--- config.mk ---
export PLATFORM = sky130hd
export DESIGN_NAME = mont_exp_sequencer
export DESIGN_NICKNAME = d
export VERILOG_FILES = /design/src/rtl/mont_exp_sequencer.sv
export SDC_FILE = /design/constraint.sdc
export NUM_CORES = 1
export LEC_CHECK = 0
export ABC_AREA = 1
export CORE_UTILIZATION = 46
export DETAILED_ROUTE_END_ITERATION = 16
export PLACE_DENSITY_LB_ADDON = 0.1
export RECOVER_POWER = 25
export SETUP_SLACK_MARGIN = 0.05
export SYNTH_ARGS = -nofsm -noshare
export SYNTH_HDL_FRONTEND = slang
export SYNTH_SLANG_ARGS = --single-unit
--- constraint.sdc ---
create_clock -name clk_i -period 2.2 [get_ports clk_i]
set_input_delay 0.44 -clock clk_i [delete_from_list [all_inputs] [get_ports clk_i]]
set_output_delay 0.44 -clock clk_i [all_outputs]
set_load 0.01 [all_outputs]
--- src/rtl/mont_exp_sequencer.sv ---
// mont_exp_sequencer: left-to-right square-and-multiply controller for
// base^exp mod N, N = 2^64 - 15, driving an external free-running Montgomery
// multiplier. Domain entry is mont(base, R^2) and domain exit is mont(acc, 1).
// Optional build macro LEADING_ZERO_SKIP_EN: squares of leading zero exponent
// bits (where acc is still the Montgomery one) are skipped at one cycle per bit.
//
// state    | meaning
// ---------+-------------------------------------------------------------
// IDLE     | ready for a new request
// CONV_IN  | base_bar = mont(base, R2_MOD_N)
// SQUARE   | acc = mont(acc, acc) for exponent bit idx
// MULT     | acc = mont(acc, base_bar) because exponent bit idx is set
// CONV_OUT | result = mont(acc, 1)
// DONE     | result presented, waiting for res_ready
module mont_exp_sequencer #(
   parameter int          EXP_W       = 64,
   parameter int          MUL_LATENCY = 5,
   parameter logic [63:0] R_MOD_N     = 64'hF,
   parameter logic [63:0] R2_MOD_N    = 64'hE1
) (
   input  logic             clk_i,
   input  logic             rst_i,
   input  logic             start_i,
   output logic             ready_o,
   input  logic [63:0]      base_i,
   input  logic [EXP_W-1:0] exp_i,
   output logic             res_valid_o,
   input  logic             res_ready_i,
   output logic [63:0]      result_o,
   output logic [63:0]      mul_a_bar_o,
   output logic [63:0]      mul_b_bar_o,
   input  logic [63:0]      mul_out_bar_i
);

   localparam int IDX_W = (EXP_W > 1) ? $clog2(EXP_W) : 1;
   localparam int CNT_W = (MUL_LATENCY > 0) ? $clog2(MUL_LATENCY + 1) : 1;

   typedef enum logic [2:0] {
      S_IDLE,
      S_CONV_IN,
      S_SQUARE,
      S_MULT,
      S_CONV_OUT,
      S_DONE
   } state_t;

   state_t           state_q;
   logic [CNT_W-1:0] cnt_q;
   logic [IDX_W-1:0] idx_q;
   logic [EXP_W-1:0] exp_q;
   logic [63:0]      base_bar_q;
   logic [63:0]      acc_q;
   logic [63:0]      result_q;
   logic [63:0]      mul_a_q;
   logic [63:0]      mul_b_q;
   logic             ready_q;
   logic             res_valid_q;

   logic             last_d;
   logic             bit_d;
   logic             idx_zero_d;
   logic             skip_d;

   assign last_d     = (cnt_q == CNT_W'(MUL_LATENCY));
   assign bit_d      = exp_q[idx_q];
   assign idx_zero_d = (idx_q == '0);

`ifdef LEADING_ZERO_SKIP_EN
   // While every exponent bit from idx upward is zero, acc is still R mod N and
   // squaring it would return R mod N again, so the slot can be skipped.
   assign skip_d = (state_q == S_SQUARE) && ((exp_q >> idx_q) == '0);
`else
   assign skip_d = 1'b0;
`endif

   assign ready_o     = ready_q;
   assign res_valid_o = res_valid_q;
   assign result_o    = result_q;
   assign mul_a_bar_o = mul_a_q;
   assign mul_b_bar_o = mul_b_q;

   // Sequencer: operands are registered one slot ahead; the captured product is
   // forwarded straight into the next operand pair so no extra cycle is lost.
   always_ff @(posedge clk_i) begin
      if (rst_i) begin
         state_q     <= S_IDLE;
         cnt_q       <= '0;
         idx_q       <= '0;
         exp_q       <= '0;
         base_bar_q  <= '0;
         acc_q       <= '0;
         result_q    <= '0;
         mul_a_q     <= '0;
         mul_b_q     <= '0;
         ready_q     <= 1'b1;
         res_valid_q <= 1'b0;
      end else begin
         case (state_q)
            S_IDLE: begin
               if (start_i) begin
                  exp_q   <= exp_i;
                  acc_q   <= R_MOD_N;
                  idx_q   <= IDX_W'(EXP_W - 1);
                  mul_a_q <= base_i;
                  mul_b_q <= R2_MOD_N;
                  cnt_q   <= '0;
                  ready_q <= 1'b0;
                  state_q <= S_CONV_IN;
               end
            end
            S_CONV_IN: begin
               if (last_d) begin
                  base_bar_q <= mul_out_bar_i;
                  mul_a_q    <= acc_q;
                  mul_b_q    <= acc_q;
                  cnt_q      <= '0;
                  state_q    <= S_SQUARE;
               end else begin
                  cnt_q <= cnt_q + CNT_W'(1);
               end
            end
            S_SQUARE: begin
               if (skip_d) begin
                  if (idx_zero_d) begin
                     mul_a_q <= acc_q;
                     mul_b_q <= 64'd1;
                     state_q <= S_CONV_OUT;
                  end else begin
                     idx_q <= idx_q - IDX_W'(1);
                  end
               end else if (last_d) begin
                  acc_q   <= mul_out_bar_i;
                  mul_a_q <= mul_out_bar_i;
                  cnt_q   <= '0;
                  if (bit_d) begin
                     mul_b_q <= base_bar_q;
                     state_q <= S_MULT;
                  end else if (idx_zero_d) begin
                     mul_b_q <= 64'd1;
                     state_q <= S_CONV_OUT;
                  end else begin
                     mul_b_q <= mul_out_bar_i;
                     idx_q   <= idx_q - IDX_W'(1);
                  end
               end else begin
                  cnt_q <= cnt_q + CNT_W'(1);
               end
            end
            S_MULT: begin
               if (last_d) begin
                  acc_q   <= mul_out_bar_i;
                  mul_a_q <= mul_out_bar_i;
                  cnt_q   <= '0;
                  if (idx_zero_d) begin
                     mul_b_q <= 64'd1;
                     state_q <= S_CONV_OUT;
                  end else begin
                     mul_b_q <= mul_out_bar_i;
                     idx_q   <= idx_q - IDX_W'(1);
                     state_q <= S_SQUARE;
                  end
               end else begin
                  cnt_q <= cnt_q + CNT_W'(1);
               end
            end
            S_CONV_OUT: begin
               if (last_d) begin
                  result_q    <= mul_out_bar_i;
                  res_valid_q <= 1'b1;
                  cnt_q       <= '0;
                  state_q     <= S_DONE;
               end else begin
                  cnt_q <= cnt_q + CNT_W'(1);
               end
            end
            S_DONE: begin
               if (res_ready_i) begin
                  res_valid_q <= 1'b0;
                  ready_q     <= 1'b1;
                  state_q     <= S_IDLE;
               end
            end
            default: begin
               state_q <= S_IDLE;
            end
         endcase
      end
   end

endmodule
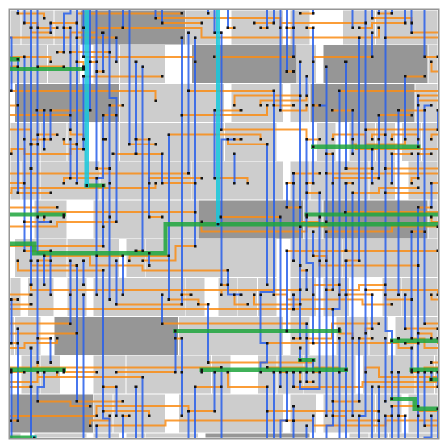
Figure 1: layout detail.
Region (134, 35) to (164, 65) um. Cells in gray, sequential cells in the stronger gray; small squares are vias.
M2 -> blue
M3 -> green
M4 -> cyan
M1 -> orange
netlist names of flops here include = exp_q (6), idx_q (3)
sequential cells in the window = 9
cells with their middle in the window = 87
most frequent = nand2_1 (24), nand3_2 (12)

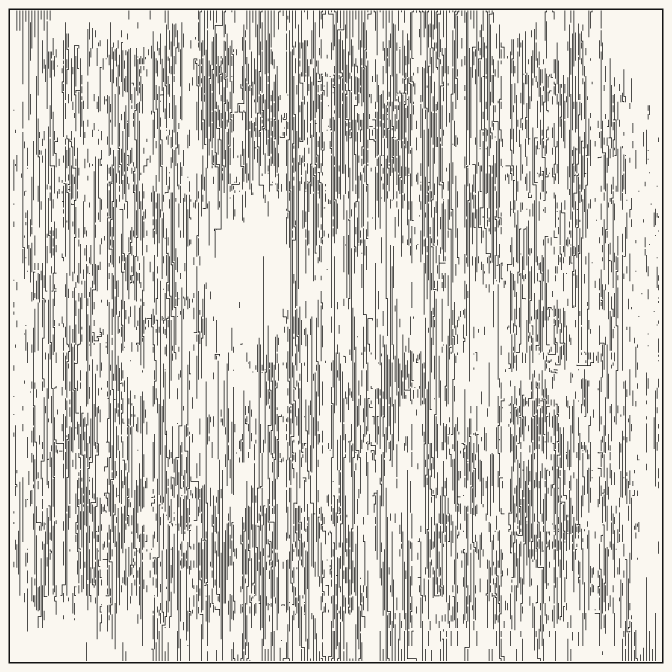
Figure 2: met2 routing.
main direction = vertical
nets with wire on the layer = 2407
met2 Use GR: 48.4%
WL final: 64900 um

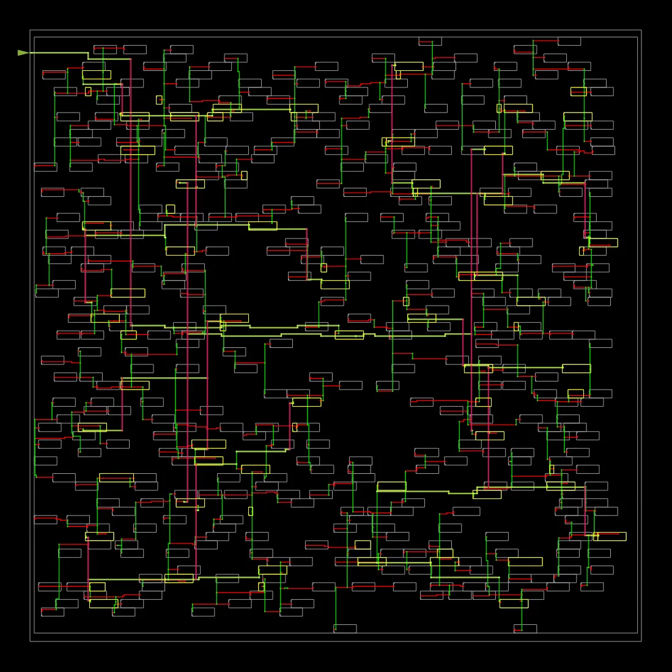
Figure 3: clock routing.
clk pwr: 7.67 mW
CTS buffer count: 43
clock buffers: 64
Late-Pin Clk Latency: 0.57 ns
seq_cells: 398

==> deck_impl_summary.md <==
Synthesis and Place & Route Summary

Die
  • Rows: 71

Worst hold path
  • Hold Path Depth: 4
  • Worst min path class: input pin to flop

Timing
  • Fin crit period: 2.20 ns
  • Final setup margin: -0.00323 ns
  • RSZ-0062 raised after global routing: yes
  • Final Cycle Share: 100%
  • Final setup violation count: 1
  • Measured slew at the worst slew-check pin: approximately 1 ns
  • Final Hold Vio Count: 0
  • Worst hold margin: 0.371 ns

Pwr
  • Logic power comb: ~14 mW
  • Sw Pwr: around 12 mW
  • Total power: 30.6 mW
  • Clk network pwr share: 25.1%
  • Lkg Pwr: 9.83 nW
  • Top Consumer: combinational cells
  • Peak supply drop: about 0.73 mV
  • Sequential power: roughly 9.4 mW

Run status
  • Violated checks: negative setup slack
  • Status: finished with violations

Logic synthesis
  • XOR Share, Synth: 0.0495%
  • Post-synthesis cell count: 2460
  • Simple Share, Synth: 19.4%
  • Adder-cell share of the synthesized area: 0.0707%
  • Mapped Nets: ~2700
  • Post-synthesis instance area: 17700 um2
  • Post-synth EDFFs: 0

Final layout
  • Most numerous logic cell after layout: nand2_1
  • N_diodes: 4
  • Finished Core Util: between 60% and 70%
  • Clock buffers and inverters, area share: under 10%
  • Multi-input logic area: 8350 um2
  • Layout Nets: 2978
  • Sequential share of cell area: 32.0%

Place
  • IO Port Bufs: 389
  • Gp weighted congestion: between 0.8 and 0.9

Setup path
  • Startpoint types: flop
  • Worst Path Required: approximately 2.6 ns
  • Worst path slowest cell: dfxtp_4
  • Critical path buffers and inverters: 5
  • CP most frequent cell: nand2_1
  • Critical path cell sequence: clkinv_8 -> clkbuf_16 -> nand2_2 -> nand3_2 -> nand3_2 -> nand2_1 -> nand2_1 -> nand3_2 -> nand3_4 -> buf_12 -> nand2_8 -> clkbuf_16 -> nand3_2 -> nand2_1 -> inv_1 -> nand2_1 -> nand2_1 -> a21oi_2
  • Slowest stage delay, CP: 0.41 ns
  • CP Max Fanout: 8

CTS
  • CTS tree: yes
  • Sink Count: a little under 400

Route
  • DR pass1 iterations: 5
  • Wire length on met3: roughly 6500 um
  • DR WL/cell: 19.5 um
  • Top layer in use: met5

Global routing
  • Routing usage on met1: approximately 39%
  • GRT Max-Usage Layer: met2
  • Met3 Use GR: 8.11%
Power is estimated from default activity; no workload was simulated.
